$ cat src/rtl/phase_scan_ctrl.sv
// PLL dynamic-phase scan controller: counts detA pulses over a dwell window at each phase step.
// Optional macro PHASE_SCAN_RETURN_EN adds a RETURN state that walks the phase back afterwards.
module phase_scan_ctrl #(
  parameter int SETTLE_CYCLES = 16,
  parameter int DONE_TIMEOUT  = 255
) (
  input  logic        clk,
  input  logic        reset_n,
  input  logic        start,
  input  logic        abort,
  input  logic [7:0]  num_steps,
  input  logic [15:0] dwell,
  input  logic [2:0]  veto_cfg,
  input  logic        detA,
  input  logic        phasedone,
  output logic        phasestep,
  output logic        phaseupdown,
  output logic [2:0]  vetoLast,
  output logic [15:0] result_count,
  output logic [7:0]  result_step,
  output logic        result_valid,
  input  logic        result_ready,
  output logic        busy,
  output logic        done,
  output logic        error
);

`ifdef PHASE_SCAN_RETURN_EN
  typedef enum logic [2:0] {
    S_IDLE, S_STEP, S_WAIT_DONE, S_SETTLE, S_DWELL, S_REPORT, S_RETURN
  } state_t;
`else
  typedef enum logic [2:0] {
    S_IDLE, S_STEP, S_WAIT_DONE, S_SETTLE, S_DWELL, S_REPORT
  } state_t;
`endif

  state_t      state_q, state_d;
  logic [7:0]  steps_q, steps_d;
  logic [15:0] dwell_q, dwell_d;
  logic [2:0]  veto_q, veto_d;
  logic [7:0]  idx_q, idx_d;
  logic [15:0] cnt_q, cnt_d;
  logic [15:0] det_q, det_d;
  logic [15:0] res_cnt_q, res_cnt_d;
  logic [7:0]  res_step_q, res_step_d;
  logic        res_valid_q, res_valid_d;
  logic        busy_q, busy_d;
  logic        done_q, done_d;
  logic        error_q, error_d;
  logic        seen_low_q, seen_low_d;
  logic [16:0] cnt_inc;
  logic        end_scan;
`ifdef PHASE_SCAN_RETURN_EN
  logic [7:0]  ret_idx_q, ret_idx_d;
  logic        returning_q, returning_d;
`endif

  assign phasestep    = (state_q == S_STEP);
`ifdef PHASE_SCAN_RETURN_EN
  assign phaseupdown  = (state_q == S_STEP) && !returning_q;
`else
  assign phaseupdown  = (state_q == S_STEP);
`endif
  assign vetoLast     = busy_q ? veto_q : 3'b000;
  assign result_count = res_cnt_q;
  assign result_step  = res_step_q;
  assign result_valid = res_valid_q;
  assign busy         = busy_q;
  assign done         = done_q;
  assign error        = error_q;

  always_comb begin
    state_d     = state_q;
    steps_d     = steps_q;
    dwell_d     = dwell_q;
    veto_d      = veto_q;
    idx_d       = idx_q;
    cnt_d       = cnt_q;
    det_d       = det_q;
    res_cnt_d   = res_cnt_q;
    res_step_d  = res_step_q;
    res_valid_d = res_valid_q;
    busy_d      = busy_q;
    done_d      = 1'b0;
    error_d     = error_q;
    seen_low_d  = seen_low_q;
    end_scan    = 1'b0;
    cnt_inc     = {1'b0, cnt_q} + 17'd1;
`ifdef PHASE_SCAN_RETURN_EN
    ret_idx_d   = ret_idx_q;
    returning_d = returning_q;
`endif

    unique case (state_q)
      S_IDLE: begin
        if (start) begin
          steps_d = num_steps;
          dwell_d = (dwell == 16'd0) ? 16'd1 : dwell;
          veto_d  = veto_cfg;
          idx_d   = 8'd0;
          cnt_d   = 16'd0;
          det_d   = 16'd0;
          busy_d  = 1'b1;
          error_d = 1'b0;
          state_d = S_DWELL;
`ifdef PHASE_SCAN_RETURN_EN
          ret_idx_d   = 8'd0;
          returning_d = 1'b0;
`endif
        end
      end
      S_DWELL: begin
        cnt_d = cnt_q + 16'd1;
        det_d = (detA && det_q != 16'hFFFF) ? det_q + 16'd1 : det_q;
        if (cnt_inc >= {1'b0, dwell_q}) begin
          res_cnt_d   = det_d;
          res_step_d  = idx_q;
          res_valid_d = 1'b1;
          state_d     = S_REPORT;
        end
      end
      S_REPORT: begin
        if (res_valid_q && result_ready) begin
          res_valid_d = 1'b0;
          if (idx_q == steps_q) begin
`ifdef PHASE_SCAN_RETURN_EN
            state_d = S_RETURN;
`else
            end_scan = 1'b1;
`endif
          end else begin
            idx_d   = idx_q + 8'd1;
            cnt_d   = 16'd0;
            state_d = S_STEP;
          end
        end
      end
      S_STEP: begin
        cnt_d = cnt_q + 16'd1;
        if (cnt_inc >= 17'd2) begin
          cnt_d      = 16'd0;
          seen_low_d = 1'b0;
          state_d    = S_WAIT_DONE;
        end
      end
      S_WAIT_DONE: begin
        cnt_d = cnt_q + 16'd1;
        if (!phasedone) seen_low_d = 1'b1;
        // Only a rising phasedone counts; a level left high from before the step is ignored.
        if (seen_low_q && phasedone) begin
          cnt_d = 16'd0;
`ifdef PHASE_SCAN_RETURN_EN
          state_d = returning_q ? S_RETURN : S_SETTLE;
`else
          state_d = S_SETTLE;
`endif
        end else if (cnt_inc >= 17'(DONE_TIMEOUT)) begin
          error_d  = 1'b1;
          end_scan = 1'b1;
        end
      end
      S_SETTLE: begin
        cnt_d = cnt_q + 16'd1;
        if (cnt_inc >= 17'(SETTLE_CYCLES)) begin
          cnt_d   = 16'd0;
          det_d   = 16'd0;
          state_d = S_DWELL;
        end
      end
`ifdef PHASE_SCAN_RETURN_EN
      S_RETURN: begin
        if (ret_idx_q == steps_q) begin
          end_scan = 1'b1;
        end else begin
          ret_idx_d   = ret_idx_q + 8'd1;
          returning_d = 1'b1;
          cnt_d       = 16'd0;
          state_d     = S_STEP;
        end
      end
`endif
      default: state_d = S_IDLE;
    endcase

    if (end_scan) begin
      state_d = S_IDLE;
      busy_d  = 1'b0;
      done_d  = 1'b1;
    end

    // Abort overrides everything, including a coincident timeout (error keeps its value).
    if (abort && state_q != S_IDLE) begin
      state_d     = S_IDLE;
      busy_d      = 1'b0;
      done_d      = 1'b1;
      res_valid_d = 1'b0;
      error_d     = error_q;
    end
  end

  always_ff @(posedge clk) begin
    if (!reset_n) begin
      state_q     <= S_IDLE;
      steps_q     <= 8'd0;
      dwell_q     <= 16'd0;
      veto_q      <= 3'd0;
      idx_q       <= 8'd0;
      cnt_q       <= 16'd0;
      det_q       <= 16'd0;
      res_cnt_q   <= 16'd0;
      res_step_q  <= 8'd0;
      res_valid_q <= 1'b0;
      busy_q      <= 1'b0;
      done_q      <= 1'b0;
      error_q     <= 1'b0;
      seen_low_q  <= 1'b0;
`ifdef PHASE_SCAN_RETURN_EN
      ret_idx_q   <= 8'd0;
      returning_q <= 1'b0;
`endif
    end else begin
      state_q     <= state_d;
      steps_q     <= steps_d;
      dwell_q     <= dwell_d;
      veto_q      <= veto_d;
      idx_q       <= idx_d;
      cnt_q       <= cnt_d;
      det_q       <= det_d;
      res_cnt_q   <= res_cnt_d;
      res_step_q  <= res_step_d;
      res_valid_q <= res_valid_d;
      busy_q      <= busy_d;
      done_q      <= done_d;
      error_q     <= error_d;
      seen_low_q  <= seen_low_d;
`ifdef PHASE_SCAN_RETURN_EN
      ret_idx_q   <= ret_idx_d;
      returning_q <= returning_d;
`endif
    end
  end

endmodule

$ cat config.mk
export PLATFORM = sky130hd
export DESIGN_NAME = phase_scan_ctrl
export DESIGN_NICKNAME = d
export VERILOG_FILES = /design/src/rtl/phase_scan_ctrl.sv
export SDC_FILE = /design/constraint.sdc
export NUM_CORES = 1
export LEC_CHECK = 0
export ABC_CLOCK_PERIOD_IN_PS = 5000
export CORE_MARGIN = 5
export CORE_UTILIZATION = 50
export CTS_CLUSTER_DIAMETER = 50
export CTS_CLUSTER_SIZE = 25
export DETAILED_ROUTE_END_ITERATION = 10
export GPL_ROUTABILITY_DRIVEN = 1
export PLACE_DENSITY = 0.73
export SYNTH_ARGS = -nofsm -noshare
export SYNTH_HDL_FRONTEND = slang
export SYNTH_SLANG_ARGS = --single-unit
$ cat constraint.sdc
create_clock -name clk -period 5 [get_ports clk]
set_input_delay 1 -clock clk [delete_from_list [all_inputs] [get_ports clk]]
set_output_delay 1 -clock clk [all_outputs]
set_load 0.1 [all_outputs]
==> run_1/met3.png <==
Scale bar: 20 um.
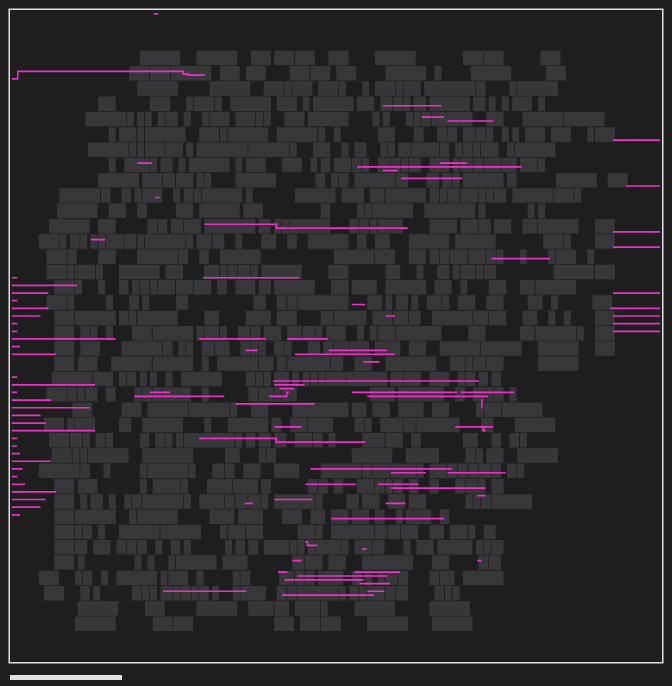
share of all routed wire	5.8%
longest straight run	36.3 um
nets with wire on the layer	78
main direction	horizontal
wire length on this layer	807 um

==> run_1/final_congestion.png <==
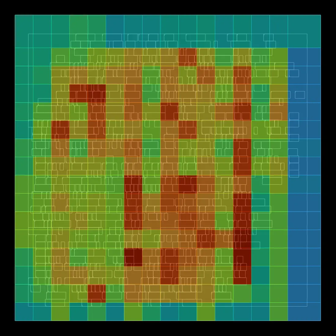
WL/cell: 15.8 um
most heavily used metal layer in global routing: met2
Finished Core Util: 0.602
GR Util met1: 0.280

==> flow_summary.yaml, run 1 <==
# flow metrics
status:
  outcome: "finished, final reports clean"
critical_path:
  r2r_cells: 12
  cp_max_fo: 11
  max_stage_delay_ps: 570
  endpoint: "result_count[1]"
cts:
  cts_hold_buf: 0
  post_cts_buffers: 0
  cts.repair.resized: 0
timing:
  hold-worst-slack_ps: 453
  worstMarginPinSlew_ps: 1050
  finalClockPeriodUsage: 0.850
  max_clock_freq_mhz: 235
  finalCriticalPeriod_ps: 4250
  slew_violations: 0
yosys:
  ys_chip_area_um2: 5610
  edf_count: 0
floorplanning:
  fp-utilization: 0.513
  rows: 38
  chipArea_um2: 13400
drt:
  firstDrtPassIters: 5
  finalWirelength_mm: 14.0
layout:
  synthToLayoutAreaGrowth_pct: 17.2
placement:
  io_buffers: 66
global_route:
  met3_usage: 0.0460
==> run_1/clock_map.png <==
Scale bar: 20 um.
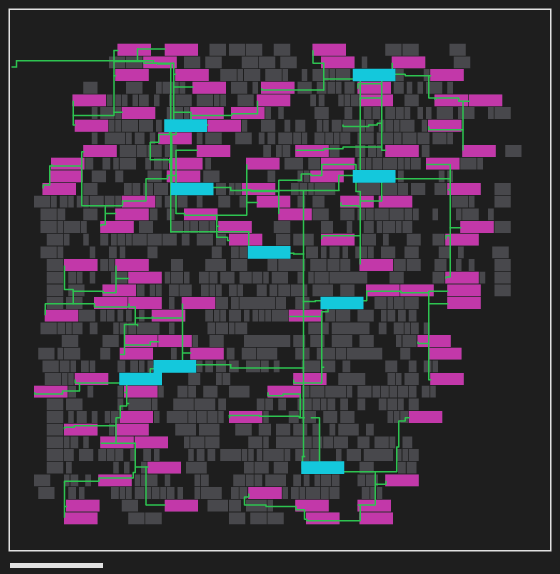
[cyan] cells driving clock nets | count: 9
[green] clock wires | length: 1200 um
[magenta] flip-flops | count: 99
flops lie	all over the die

==> run_1/met2.png <==
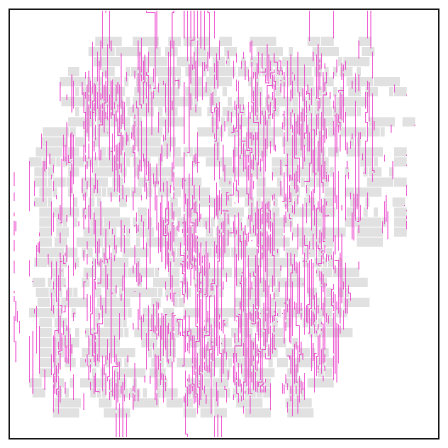
wire length on this layer	6600 um
nets with wire on the layer	658

run 1: through the flow:
stage	area (um2)	std cells	total power, uW
after floorplan	5610	700	1230
after global placement	6280	869	1350
after CTS	6580	885	2050
final	6580	885	2050
after detailed placement	6280	869	1360
after global routing	6580	885	2140
run 1: layout by cell type, fill, tap and decap left out, types with 7 or more instances in the layout:
cell,Yosys,layout
a31oi_1,10,10
xor2_1,15,15
nor2_1,39,39
nand3_1,19,19
a21oi_1,54,54
nor3_1,15,15
clkdlybuf4s50_1,0,65
mux2i_1,21,21
o21ai_0,31,31
a311oi_1,7,7
dfxtp_1,99,99
and2_1,8,8
xnor2_1,29,29
clkbuf_16,0,9
ha_1,18,18
inv_1,32,32
nor4_1,11,11
nor2b_1,7,7
nand2_1,140,140
nand4_1,10,10
run 1: cell families after synthesis:
logic type	synth area share
adder cells (fa/ha/maj)	0.0419
multiplexers	0.0394
AND/OR/NAND/NOR	0.255
AND-OR/OR-AND	0.176
flip-flops	0.353
XOR/XNOR	0.0767
buffers and inverters	0.0586
run 1: power by group:
part / total, uW / internal (uW) / switching [uW]
logic: 487 / 163 / 323
registers: 866 / 827 / 39.5
clock network: 693 / 394 / 299
total: 2050 / 1380 / 662
run 1: state kept, by name, indices dropped and copies added (netlist names), 3 cells and up:
name	flops
result_count	16
state_q	3
det_q	16
steps_q	8
veto_q	3
idx_q	8
dwell_q	16
cnt_q	16
result_step	8
run 1: worst min-delay path by stage:
stage / start / to / slack [ps] / depth (start not counted)
2_1_floorplan: veto_q[0] / veto_q[0] / 430 / 2
6_report: veto_q[0] / veto_q[0] / 450 / 2
5_1_grt: veto_q[2] / veto_q[2] / 480 / 2
3_3_place_gp: veto_q[2] / veto_q[2] / 440 / 2
3_5_place_dp: veto_q[0] / veto_q[0] / 440 / 2
4_1_cts: veto_q[0] / veto_q[0] / 450 / 2
run 1: worst register-to-register path, delay by kind of cell, from the launching register on:
kind / cells / cell delay, ps
adder cells (fa/ha/maj): 2 / 670
AND/OR/NAND/NOR: 2 / 460
AND-OR/OR-AND: 6 / 1750
buffers and inverters: 1 / 240
flip-flops: 1 / 570
XOR/XNOR: 1 / 450
run 1: cells in the mapped netlist, drive strengths merged, types with 15 or more instances:
master / number / area share
dfxtp: 99 / 0.35
clkbuf: 32 / 0.022
nor2: 39 / 0.026
xor2: 15 / 0.023
nor4: 15 / 0.023
inv: 32 / 0.021
ha: 18 / 0.040
nand2: 140 / 0.094
xnor2: 29 / 0.045
mux2i: 21 / 0.037
a21oi: 54 / 0.048
o21ai: 32 / 0.029
nand3: 20 / 0.020
nor3: 16 / 0.016
run 1: metal layers:
layer	wire length, um	vias up	share of wire
met5	0	-	0
met4	209	0	0.015
met3	807	16	0.058
met2	6600	156	0.47
met1	6370	2426	0.46
li1	-	2535	-
run 1: final cells by class:
class	instances	area, um2
clock buffer	14	284
tap	140	175
sequential	99	1980
inverter	32	120
fill	1022	4350
timing repair buffer	72	701
multi-input combinational	526	3300
clock inverter	2	17.5
==> run_1/metal_stack.png <==
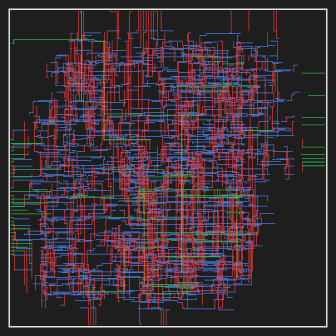

--- run 2 (diff from run 1) ---
--- a/config.mk
+++ b/config.mk
@@ -5,7 +5,7 @@
 export SDC_FILE = /design/constraint.sdc
 export NUM_CORES = 1
 export LEC_CHECK = 0
-export ABC_CLOCK_PERIOD_IN_PS = 5000
+export ABC_CLOCK_PERIOD_IN_PS = 4400
 export CORE_MARGIN = 5
 export CORE_UTILIZATION = 50
 export CTS_CLUSTER_DIAMETER = 50
==> constraint.sdc (replaced) <==
create_clock -name clk -period 4.4 [get_ports clk]
set_input_delay 0.88 -clock clk [delete_from_list [all_inputs] [get_ports clk]]
set_output_delay 0.88 -clock clk [all_outputs]
set_load 0.1 [all_outputs]
==> run_2/metal_stack.png <==
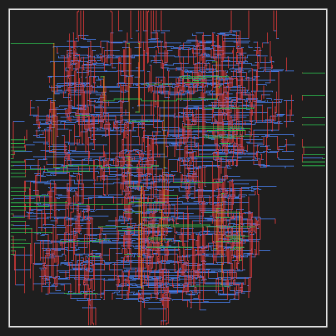
colour	layer	wire length
green	met3	844 um
red	met2	6610 um
blue	met1	6250 um
orange	met4	307 um

==> run 2 against run 1 <==
  * Count of clock-buffer cells in the layout decreased by 4
  * Hold slack got worse by 1.9 ps
  * Non-clock buffer count increased by 1
  * Highest routed layer unchanged
  * Largest power group unchanged
  * Clock power increased by 29%
  * Critical path type unchanged
  * Fmax increased by 7.3%
==> flow_summary.yaml, run 2 <==
# flow metrics
worst_hold_path:
  whs_path_depth: 2
placement:
  io_buffers: 66
yosys:
  top_area_cell: "dfxtp_1"
  synth_top_area_share: 0.353
  edf_count: 0
  ys_chip_area_um2: 5610
  common_cells: "140 x nand2_1, 99 x dfxtp_1, 54 x a21oi_1"
timing:
  worstMarginPinSlew_ps: 1080
  max_clock_freq_mhz: 253
  finalClockPeriodUsage: 0.900
  slew_violations: 0
  hold-worst-slack_ps: 451
  finalCriticalPeriod_ps: 3960
layout:
  nFillCells: 970
  final_common_cell: "nand2_1"
  synthToLayoutAreaGrowth_pct: 18.0
  fin_util: 0.606
  combGateArea_um2: 3310
  register_area_um2: 1980
critical_path:
  cp_max_fo: 11
  r2r_cells: 12
cts:
  cts_hold_buf: 0
  post_cts_buffers: 0
drt:
  firstDrtPassIters: 5
  finalWirelength_mm: 14.0
  routedWlPerCell_um: 15.8
floorplanning:
  fp-utilization: 0.513
  rows: 38
  chipArea_um2: 13400
status:
  outcome: "finished, final reports clean"
power_and_ir_drop:
  power_uw: 2420
==> run_2/met3.png <==
Scale bar: 20 um.
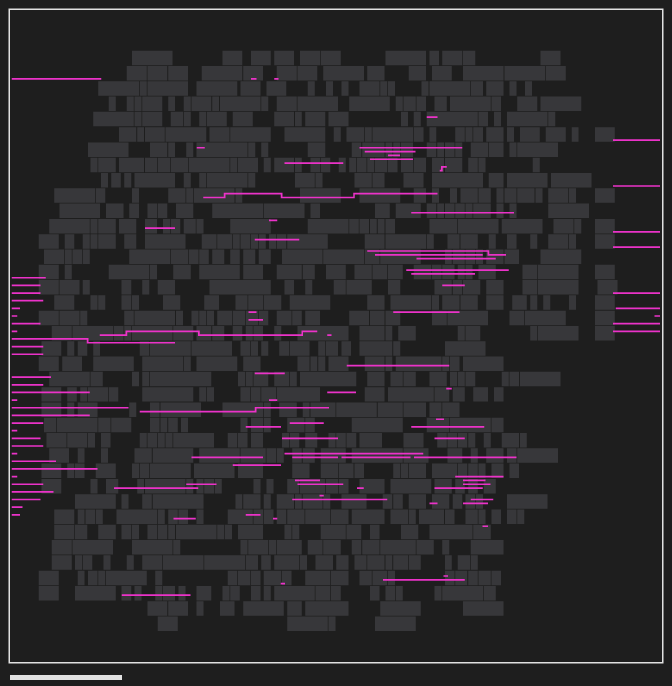
longest straight run	24.4 um
share of all routed wire	6.0%

[run 2: cell counts after synthesis]
No cell type changed its count.
[run 2: routing by layer]
layer  vias up  wire (um)  global-route usage
met5         -          0                   0
met4         0        307              0.0766
met3        28        844              0.0413
met2       156       6610               0.353
met1      2394       6250               0.281
li1       2534          -                   -
[run 2: cell families (layout without fill, tap and decap cells)]
kind of cell | after synthesis | after routing | share of synthesized area
multiplexers | 22 | 22 | 0.0394
XOR/XNOR | 46 | 46 | 0.0767
adder cells (fa/ha/maj) | 19 | 19 | 0.0419
buffers and inverters | 75 | 121 | 0.0586
flip-flops | 99 | 99 | 0.353
AND/OR/NAND/NOR | 287 | 287 | 0.255
AND-OR/OR-AND | 152 | 152 | 0.176
[run 2: timing repair]
action                                  4_1_cts  5_1_grt
endpoints found under the setup margin        0        1
resized                                       0        1
endpoints found under the hold margin         0        0
[run 2: cell type report]
type / instances / share of cell area
clock buffers: 10 / 0.0361
clock inverters: 6 / 0.0142
inverters: 32 / 0.0181
multi-input cells: 526 / 0.500
flip-flops and latches: 99 / 0.299
well taps: 140 / 0.0264
repair buffers: 73 / 0.106
[run 2: worst max path at each step]
stage,endpoint,from,depth (start not counted)
2_1_floorplan,result_count[10],cnt_q[1],12
3_3_place_gp,result_count[1],cnt_q[0],12
3_5_place_dp,result_count[3],cnt_q[0],12
4_1_cts,result_count[3],cnt_q[0],12
5_1_grt,result_count[1],cnt_q[0],12
6_report,result_count[1],cnt_q[0],12
[run 2: through the flow]
step	cell area [um2]	instances
5_1_grt	6620	886
4_1_cts	6620	886
3_3_place_gp	6280	870
3_5_place_dp	6280	870
6_report	6620	886
2_1_floorplan	5610	700
[run 2: power by group]
group          total [uW]  internal, uW  switching, uW
combinational         547           185            362
clock                 891           521            370
sequential            985           939           45.7
total                2420          1650            778
[run 2: critical path, delay by kind of cell (launching register included)]
| family | cells | cell delay [ps] |
|---|---|---|
| compound gates | 6 | 1580 |
| xor+xnor | 1 | 350 |
| fa+ha+maj | 2 | 630 |
| buf+inv | 1 | 230 |
| flops | 1 | 570 |
| simple gates | 2 | 490 |
--- run 3 (diff from run 2) ---
--- a/config.mk
+++ b/config.mk
@@ -9,7 +9,7 @@
 export CORE_MARGIN = 5
 export CORE_UTILIZATION = 50
 export CTS_CLUSTER_DIAMETER = 50
-export CTS_CLUSTER_SIZE = 25
+export CTS_CLUSTER_SIZE = 16
 export DETAILED_ROUTE_END_ITERATION = 10
 export GPL_ROUTABILITY_DRIVEN = 1
 export PLACE_DENSITY = 0.73
==> run_3/metal_stack.png <==
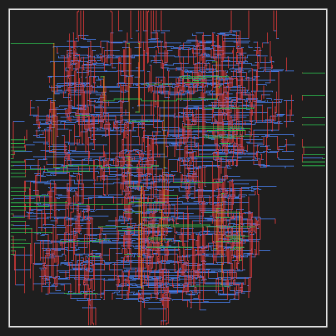
colour	layer	wire length
green	met3	844 um
blue	met1	6250 um
red	met2	6610 um
orange	met4	307 um
Vias: 5112
Total GRT Usage: 0.214
WL/cell: 15.8 um
Routed WL: 14.0 mm

==> run 3 against run 2 <==
  * First-iteration DRC count did not move
  * Flip-flop count did not move
  * Hold slack stayed put
  * Sequential share of layout area stayed put
  * Clock skew unchanged
  * Register-to-register slack about the same
  * Combinational power hardly changed
  * Die size is the same
  * Critical path type unchanged
  * Largest cell class unchanged
==> flow_summary.yaml, run 3 <==
# flow metrics
cts:
  cts_hold_buf: 0
  cts_buffer_depth: 2
  cts_made_buffers: 9
drt:
  drt_iter0_markers: 370
  firstDrtPassIters: 5
yosys:
  top_area_cell: "dfxtp_1"
  syn-mean-instance-area_um2: 8.02
  async_flop_share: 0
  ys_chip_area_um2: 5610
  common_cells: "140 x nand2_1, 99 x dfxtp_1, 54 x a21oi_1"
  synth_top_area_share: 0.353
  synthTopCellsByArea: "dfxtp_1 35%, nand2_1 9.4%, a21oi_1 4.8%"
  yosys_warnings: 0
  top_cell: "nand2_1"
  edf_count: 0
  flop_cell: "dfxtp_1"
floorplanning:
  fp-utilization: 0.513
  rows: 38
  chipArea_um2: 13400
  boundaryPins: 67
placement:
  place_inst: 870
  placed_area_um2: 6280
  io_buffers: 66
layout:
  final_area_um2: 6620
  synthToLayoutAreaGrowth_pct: 18.0
  final_common_cell: "nand2_1"
  layout.cells.non_filler: 886
  lay_top_cells: "140 x nand2_1, 99 x dfxtp_1, 63 x clkdlybuf4s50_1"
timing:
  finalSetupViolCount: 0
  slew_violations: 0
  worstMarginPinSlew_ps: 1080
  hold-worst-slack_ps: 451
  finalCriticalPeriod_ps: 3960
  max_clock_freq_mhz: 253
  finalClockPeriodUsage: 0.900
critical_path:
  max_stage_delay_ps: 570
  path_buffers: 1
  crit_start: "cnt_q[0]"
  r2r_cells: 12
  cp_max_fo: 11
  path_delay_family: "AND-OR/OR-AND gates"
worst_hold_path:
  hold_end: "veto_q[0]"
  whs_path_depth: 2
  hp-start: "veto_q[0]"
global_route:
  grt_pass1_vias: 4986
status:
  outcome: "finished, final reports clean"
==> run_3/clock_map.png <==
Scale bar: 20 um.
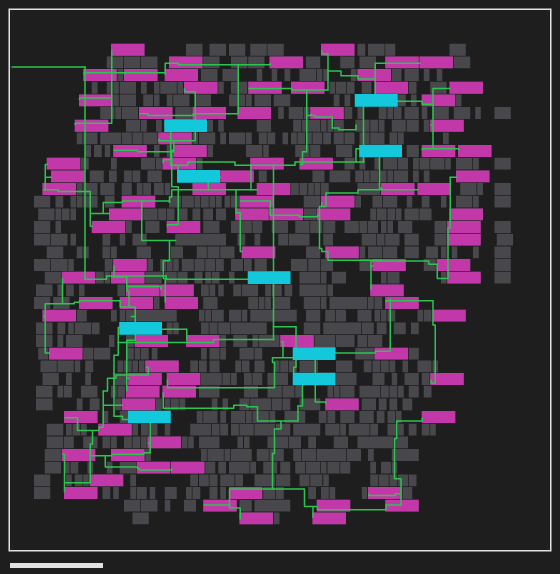
clock power share: 0.368
P_clk: 891 uW
Final Skew: 13.1 ps
Clk Latency, worst-skew pair: 350 ps

run 3: cell counts in the layout (fill, tap and decap cells not counted):
Identical to the previous run, type by type.
run 3: logic make-up after synthesis:
family,synth area share
and+or+nand+nor,0.255
AOI/OAI and AO/OA,0.176
DFF,0.353
buffers and inverters,0.0586
xor gates and xnor gates,0.0767
muxes,0.0394
adders and majority gates,0.0419
run 3: power by group:
part	switching [uW]	leakage (uW)	total, uW	internal (uW)
Combinational	362	0.00152	547	185
Sequential	45.7	0.000803	985	939
Clock	370	0.000165	891	521
Total	778	0.00249	2420	1650
run 3: worst max-delay path by stage:
stage                                  end  slack [ps]  cells after the start
final                      result_count[1]         440                     12
after global routing       result_count[1]         140                     12
after CTS                  result_count[3]         360                     12
after detailed placement   result_count[3]         400                     12
after global placement     result_count[1]         550                     12
after floorplan           result_count[10]         890                     12
run 3: repair_timing:
action,4_1_cts,5_1_grt
buffers inserted,0,0
resized,0,1
setup endpoints to repair,0,1
run 3: final cells by class:
cell class	count	area, um2
tap	140	175
timing repair buffer	73	703
fill	970	4310
inverter	32	120
clock buffer	10	239
clock inverter	6	93.8
sequential	99	1980
multi-input combinational	526	3310
run 3: per-layer routing:
| metal | up-vias | global-route usage | share of wire |
|---|---|---|---|
| li1 | 2534 | - | - |
| met1 | 2394 | 0.281 | 0.45 |
| met2 | 156 | 0.353 | 0.47 |
| met3 | 28 | 0.0413 | 0.060 |
| met4 | 0 | 0.0766 | 0.022 |
| met5 | - | 0 | 0 |
run 3: worst reg2reg max path: stages, from the launching register on:
cell and delay, ps:
dfxtp_1 570, ha_1 310, nand3_1 260, xnor2_2 350, ha_1 320, and4_1 230, a31o_2 240, a311oi_1 390
a31oi_1 170, o211ai_1 420, a31oi_1 150, buf_4 230, o211a_1 210
run 3: stage by stage:
stage | worst slack [ps] | power, uW | util
final | 442 | 2420 | 0.606
after global routing | 135 | 2520 | 0.606
after floorplan | 891 | 1400 | -
after detailed placement | 404 | 1550 | 0.575
after CTS | 360 | 2430 | 0.605
after global placement | 549 | 1540 | 0.575
Power and IR drop assume default switching activity.
